$ cat src/rtl/conv_result_streamer_pkg.sv
// rtl/conv_result_streamer_pkg.sv - shared encodings and frame constants for the result streamer
package conv_result_streamer_pkg;

    typedef enum logic [1:0] {
        ST_IDLE = 2'd0,
        ST_WAIT = 2'd1,
        ST_SEND = 2'd2,
        ST_DONE = 2'd3
    } state_t;

    localparam int NUM_BEATS = 5;
    localparam int LAST_BEAT = NUM_BEATS - 1;
    localparam int CNT_W     = 8;
    localparam int BEAT_W    = 3;

    function automatic logic is_last_beat(input logic [BEAT_W-1:0] beat);
        return beat == BEAT_W'(LAST_BEAT);
    endfunction

endpackage

$ cat src/rtl/conv_result_streamer_signed_max4.sv
// rtl/conv_result_streamer_signed_max4.sv - combinational two's complement max of four values
module signed_max4 #(
    parameter int DATA_W = 8
) (
    input  logic [DATA_W-1:0] a,
    input  logic [DATA_W-1:0] b,
    input  logic [DATA_W-1:0] c,
    input  logic [DATA_W-1:0] d,
    output logic [DATA_W-1:0] max_val
);

    logic [DATA_W-1:0] max_ab;
    logic [DATA_W-1:0] max_cd;

    // Two-level tree; ties keep the left operand, which is the same value anyway.
    always_comb begin
        max_ab  = ($signed(a) >= $signed(b)) ? a : b;
        max_cd  = ($signed(c) >= $signed(d)) ? c : d;
        max_val = ($signed(max_ab) >= $signed(max_cd)) ? max_ab : max_cd;
    end

endmodule

$ cat src/rtl/conv_result_streamer.sv
// rtl/conv_result_streamer.sv - timed capture of 2x2 conv results, ReLU, max-pool and 5-beat stream
module conv_result_streamer
    import conv_result_streamer_pkg::*;
#(
    parameter int DATA_W        = 8,
    parameter int CAPTURE_CYCLE = 17,
    parameter bit RELU_EN       = 1'b1
) (
    input  logic              clk_in,
    input  logic              rst,
    input  logic              start,
    input  logic [DATA_W-1:0] o00,
    input  logic [DATA_W-1:0] o01,
    input  logic [DATA_W-1:0] o10,
    input  logic [DATA_W-1:0] o11,
    output logic [DATA_W-1:0] m_data,
    output logic              m_valid,
    input  logic              m_ready,
    output logic              m_last,
    output logic [2:0]        m_index,
    output logic              busy,
    output logic              done
);

    localparam logic [CNT_W-1:0] CAP_CNT = CNT_W'(CAPTURE_CYCLE);

    state_t              state;
    logic [CNT_W-1:0]    cnt;
    logic [BEAT_W-1:0]   beat;
    logic [DATA_W-1:0]   r00, r01, r10, r11, pool_q;
    logic [DATA_W-1:0]   r00_n, r01_n, r10_n, r11_n, pool_n;
    logic [BEAT_W-1:0]   beat_nxt;
    logic [DATA_W-1:0]   data_nxt;

    function automatic logic [DATA_W-1:0] relu(input logic [DATA_W-1:0] x);
        return (RELU_EN && x[DATA_W-1]) ? '0 : x;
    endfunction

    always_comb begin
        r00_n = relu(o00);
        r01_n = relu(o01);
        r10_n = relu(o10);
        r11_n = relu(o11);
    end

    signed_max4 #(.DATA_W(DATA_W)) u_max4 (
        .a       (r00_n),
        .b       (r01_n),
        .c       (r10_n),
        .d       (r11_n),
        .max_val (pool_n)
    );

    // Beat 0 is loaded at capture, so the mux only has to cover beats 1..4.
    always_comb begin
        beat_nxt = beat + 3'd1;
        case (beat_nxt)
            3'd1:    data_nxt = r01;
            3'd2:    data_nxt = r10;
            3'd3:    data_nxt = r11;
            default: data_nxt = pool_q;
        endcase
    end

    assign m_index = beat;

    always_ff @(posedge clk_in or negedge rst) begin
        if (!rst) begin
            state   <= ST_IDLE;
            cnt     <= '0;
            beat    <= '0;
            r00     <= '0;
            r01     <= '0;
            r10     <= '0;
            r11     <= '0;
            pool_q  <= '0;
            m_data  <= '0;
            m_valid <= 1'b0;
            m_last  <= 1'b0;
            busy    <= 1'b0;
            done    <= 1'b0;
        end else begin
            case (state)
                ST_IDLE: begin
                    done <= 1'b0;
                    if (start) begin
                        state <= ST_WAIT;
                        cnt   <= CNT_W'(1);
                        busy  <= 1'b1;
                    end
                end
                ST_WAIT: begin
                    if (cnt == CAP_CNT) begin
                        r00     <= r00_n;
                        r01     <= r01_n;
                        r10     <= r10_n;
                        r11     <= r11_n;
                        pool_q  <= pool_n;
                        beat    <= '0;
                        m_data  <= r00_n;
                        m_valid <= 1'b1;
                        m_last  <= 1'b0;
                        state   <= ST_SEND;
                    end else begin
                        cnt <= cnt + CNT_W'(1);
                    end
                end
                ST_SEND: begin
                    if (m_ready) begin
                        if (is_last_beat(beat)) begin
                            state   <= ST_DONE;
                            beat    <= '0;
                            m_data  <= '0;
                            m_valid <= 1'b0;
                            m_last  <= 1'b0;
                            busy    <= 1'b0;
                            done    <= 1'b1;
                            cnt     <= '0;
                        end else begin
                            beat   <= beat_nxt;
                            m_data <= data_nxt;
                            m_last <= is_last_beat(beat_nxt);
                        end
                    end
                end
                ST_DONE: begin
                    done  <= 1'b0;
                    state <= ST_IDLE;
                end
                default: begin
                    state <= ST_IDLE;
                end
            endcase
        end
    end

endmodule

$ cat config.mk
export PLATFORM = sky130hd
export DESIGN_NAME = conv_result_streamer
export DESIGN_NICKNAME = d
export VERILOG_FILES = /design/src/rtl/conv_result_streamer_pkg.sv /design/src/rtl/conv_result_streamer_signed_max4.sv /design/src/rtl/conv_result_streamer.sv
export SDC_FILE = /design/constraint.sdc
export NUM_CORES = 1
export LEC_CHECK = 0
export CAP_MARGIN = 20
export CORE_ASPECT_RATIO = 0.8
export CORE_MARGIN = 3
export CORE_UTILIZATION = 35
export CTS_CLUSTER_DIAMETER = 30
export DETAILED_ROUTE_END_ITERATION = 10
export MAX_ROUTING_LAYER = met4
export PLACE_DENSITY_LB_ADDON = 0.3
export SLEW_MARGIN = 20
export SYNTH_ARGS = -nofsm -noshare
export SYNTH_HDL_FRONTEND = slang
export SYNTH_SLANG_ARGS = --single-unit
$ cat constraint.sdc
create_clock -name clk_in -period 2.3 [get_ports clk_in]
set_clock_uncertainty 0.05 [all_clocks]
set_input_delay 0.46 -clock clk_in [delete_from_list [all_inputs] [get_ports clk_in]]
set_output_delay 0.46 -clock clk_in [all_outputs]
set_load 0.1 [all_outputs]
Run 1, wiring by layer:
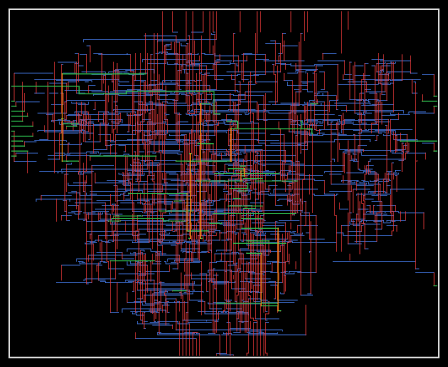
metal 3: in green, wire length 469 um. metal 4: in orange, wire length 144 um. metal 2: in red, wire length 5200 um. metal 1: in blue, wire length 4630 um.
WL final: 10400 um
vias: 3419
WL per Instance: 16.0 um

Run 1, routing congestion:
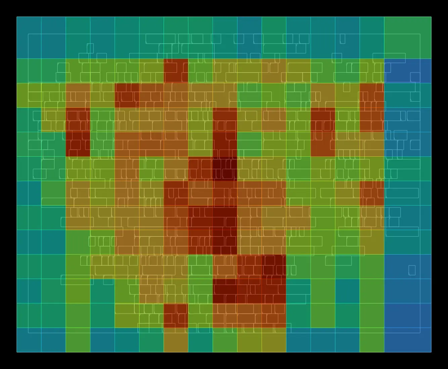
met1 Track Usage GR: 0.252
gr busiest metal: met2
met2 GRT Util: 0.328
met3 GRT Util: 0.0468

==> run summary, run 1 <==
flow finished, numbers: final setup margin=-1.06 ns, Gate Count Post-Synth=387, final net count=597, Post-synth EDFFs=0, Synth top cells by count=52 x dfrtp_1, 48 x nand2_1, 37 x o21ai_0, 32 x nor2_1, Maximum Capacitance Violations=0, CP Data Arrival Time=3.47 ns, layout cells sized above 1=0.387, DRT met1 WL=4630 um, CP Depth=16, Seq area share=0.248, uppermost layer routed=met4, fin util=0.566, Synth Area in Simple Gates=0.214, Netlist Area Pre-Place=3430 sq um, setup tns final=-7.07 ns, clock buffer depth=2, depth of the most critical reg-to-reg path=8, tap cell count=115, post-CTS sizing=82, # diodes=0, met2 WL post-DR=5200 um, buffer share of cell area=0.242, total power=0.00523 W, clk slew on worst S/H paths=0.07 ns, largest net degree at the start of global routing=36, drt initial violations=251, Synth Warn #=0, multi-input combinational cell count=300, Final setup viols=7, htree depth=2, DRT antenna net count=0, setup slack, reg-to-reg=0.17 ns, Crit path max-delay family=adder cells, vias per cell=5.24, failing checks=negative setup slack, Area-dominant class=multi-input combinational cells, # Cells Yosys=387, Buffers, non-clock=159, Net Switching=0.00239 W, combinational power=0.00283 W, core area=9310 sq um, Die X=117 um, min Tclk post-route=3.36 ns, Yosys reg bits=52, Seq cells=52, HP Class=in2async, maximum vdd drop=422 uV, CP max-delay cell=maj3_2, Crit. End Element=register, GR Util All Layers=0.200, f_max=297 MHz, Setup Fix Bufs, Post-CTS=35, Cell area leaders=dfrtp_1 38%, ha_1 9.1%, nand2b_1 5.6%, syn nets=448, FP Core Util=0.369, reg2reg start=m_index[0], MUX share of area=0.0408, FILL cells=793, total global routing overflow=0, most frequent logic cell in the layout=buf_4, comb area leader=simple AND/OR/NAND/NOR gates, status=complete, but fails checks
Run 1, routed clock nets over the placement:
The bar under the picture is 20 um long.
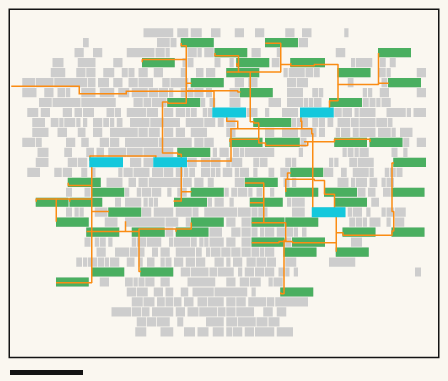
clock wires: in orange, length 705 um. clock drivers: in cyan, count 5. flip-flops: in green, count 52.
There are 6 routed clock nets.
Clk network pwr share: 0.168
Late-Pin Clk Latency: 0.30 ns

Run 1, PDN straps and rails:
The bar under the picture is 20 um long. Pins as bars on the die edge.
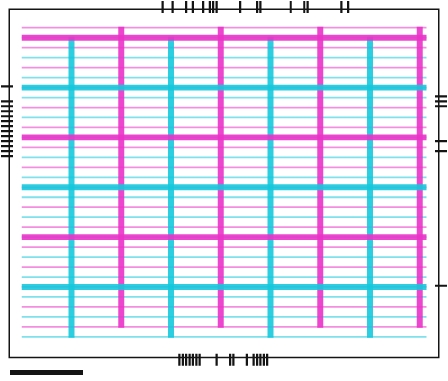

--- run 2 (diff from run 1) ---
Settings changed: CORE_MARGIN 3 to 2.
Clock period 2.3 ns to 3 ns, I/O delays scaled along.
Run 2, PDN straps and rails:
The bar under the picture is 20 um long. Pins as bars on the die edge.
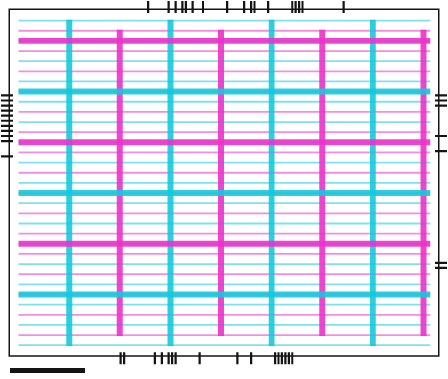
VSS: in cyan. VDD: in magenta.
The core has 32 rows. 8 straps on met4. 51 signal pins sit on the boundary.
Die X: 115 um
Die Ht: 92.6 um
core area: 9610 sq um
maximum vdd drop: 429 uV

==> run summary, run 2 <==
flow finished, numbers: reg2reg start=state[0], power per cell area=745 nW/um^2, HP Class=in2async, Yosys chip area=3430 sq um, Final setup viols=7, Clk network pwr share=0.156, Signal inverters=18, area grow syn2layout=48.9%, combinational power=0.00206 W, tool warnings=38, CP Depth=16, final net count=588, Synth top cells by count=52 x dfrtp_1, 48 x nand2_1, 37 x o21ai_0, 32 x nor2_1, MUX share of area=0.0408, syn_area_per_cell=8.87 sq um, largest net degree at the start of global routing=33, setup tns final=-2.29 ns, uppermost layer routed=met4, slew of the pin with the lowest slew margin=0.689 ns, Yosys reg bits=52, FILL cells=856, FP Core Util=0.357, vias=3375, syn nets=448, DRT met1 WL=4390 um, Seq area share=0.254, iteration count of the initial detailed-routing pass=4, Cell area leaders=dfrtp_1 38%, ha_1 9.1%, nand2b_1 5.6%, f_max=299 MHz, clock buffer depth=2, failing checks=negative setup slack, # diodes=0, Synth Area in Simple Gates=0.214, Buffers, non-clock=150, min Tclk post-route=3.34 ns, # Cells Yosys=387, Crit path max-delay family=adder cells, total global routing overflow=0, vias per cell=5.22, Area-dominant class=multi-input combinational cells, WL final=9520 um, setup slack, reg-to-reg=0.64 ns, post-route cell area=5110 sq um, gr busiest metal=met2, met2 GRT Util=0.313, Commonest flop=dfrtp_1, tap cell count=119, total power=0.00381 W, Seq cells=52, Compound Share, Synth=0.209, Crit. Startpoint=o00[7], Hold Vio Cnt, Final=0, Netlist Area Pre-Place=3430 sq um, htree depth=2, P_seq=0.00115 W, XOR Share, Synth=0.0153, Late-Pin Clk Latency=0.30 ns, layout cells sized above 1=0.345, Post-synth EDFFs=0, CP Data Arrival Time=3.51 ns, Maximum Capacitance Violations=0, post-CTS sizing=54, CP max-delay cell=mux2_4, RSZ-0062 raised after global routing=true, buffer share of cell area=0.235, hold_ws=0.218 ns, Setup Fix Bufs, Post-CTS=45, depth of the most critical reg-to-reg path=8, comb area leader=simple AND/OR/NAND/NOR gates, drt initial violations=191, clk slew on worst S/H paths=0.07 ns, most frequent logic cell in the layout=buf_4, met2 WL post-DR=4540 um, Gate Count Post-Synth=387, Crit. End Element=register, Critical Path Max Stage Delay=0.35 ns, crit path kind=in2reg, Synth Warn #=0, DRT antenna net count=0, post-cts hold-fix buffer tally=0, Net Switching=0.00180 W, status=complete, but fails checks, final setup margin=-0.344 ns, multi-input combinational cell count=300
Run 2, routing congestion:
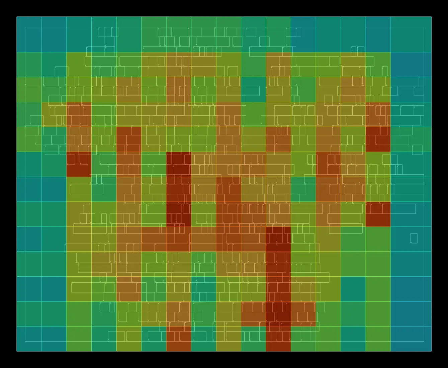
met3 GRT Util: 0.0295
GR Util All Layers: 0.189
met1 Track Usage GR: 0.241
fin util: 0.532
WL per Instance: 14.7 um

--- run 3 (diff from run 2) ---
Settings changed: SLEW_MARGIN 20 to default.
Run 3, routing congestion:
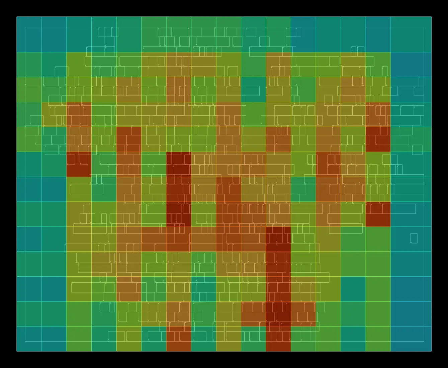
met2 GRT Util: 0.313

==> run summary, run 3 <==
flow finished, numbers: status=complete, but fails checks, failing checks=negative setup slack, vias=3375, maximum vdd drop=429 uV, fin util=0.532, Seq cells=52, final setup margin=-0.344 ns, tool warnings=38, drt initial violations=191, Compound Share, Synth=0.209, total global routing overflow=0, htree depth=2, Buffers, non-clock=150, Late-Pin Clk Latency=0.30 ns, hold_ws=0.218 ns, Gate Count Post-Synth=387, setup tns final=-2.29 ns, Commonest flop=dfrtp_1, gr busiest metal=met2, core area=9610 sq um, uppermost layer routed=met4, reg2reg start=state[0], post-CTS sizing=54, largest net degree at the start of global routing=33, GR Util All Layers=0.189, Final setup viols=7, XOR Share, Synth=0.0153, P_seq=0.00115 W, Yosys reg bits=52, Maximum Capacitance Violations=0, clock buffer depth=2, comb area leader=simple AND/OR/NAND/NOR gates, Synth top cells by count=52 x dfrtp_1, 48 x nand2_1, 37 x o21ai_0, 32 x nor2_1, HP Class=in2async, FP Core Util=0.357, syn_area_per_cell=8.87 sq um, # Cells Yosys=387, Area-dominant class=multi-input combinational cells, Net Switching=0.00180 W, vias per cell=5.22, DRT antenna net count=0, buffer share of cell area=0.235, RSZ-0062 raised after global routing=true, CP Depth=16, combinational power=0.00206 W, Setup Fix Bufs, Post-CTS=45, syn nets=448, met1 Track Usage GR=0.241, Post-synth EDFFs=0, iteration count of the initial detailed-routing pass=4, Cell area leaders=dfrtp_1 38%, ha_1 9.1%, nand2b_1 5.6%, met3 GRT Util=0.0295, MUX share of area=0.0408, power per cell area=745 nW/um^2, Hold Vio Cnt, Final=0, Seq area share=0.254, Crit path max-delay family=adder cells, total power=0.00381 W, CP Data Arrival Time=3.51 ns, min Tclk post-route=3.34 ns, Yosys chip area=3430 sq um, Netlist Area Pre-Place=3430 sq um, multi-input combinational cell count=300, post-cts hold-fix buffer tally=0, FILL cells=856, Critical Path Max Stage Delay=0.35 ns, CP max-delay cell=mux2_4, Crit. End Element=register, slew of the pin with the lowest slew margin=0.689 ns, tap cell count=119
Run 3, routed clock nets over the placement:
The bar under the picture is 20 um long.
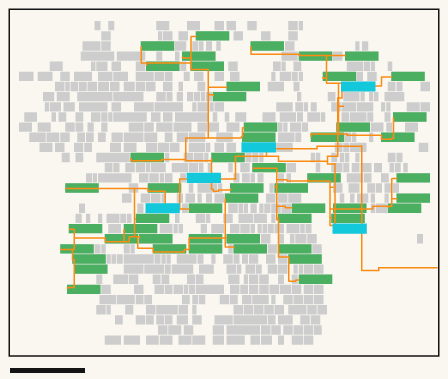
clock wires: in orange, length 686 um. clock drivers: in cyan, count 5. flip-flops: in green, count 52.
There are 6 routed clock nets.
Clk network pwr share: 0.156
clk pwr: 0.000596 W

Power is estimated from default activity; no workload was simulated.
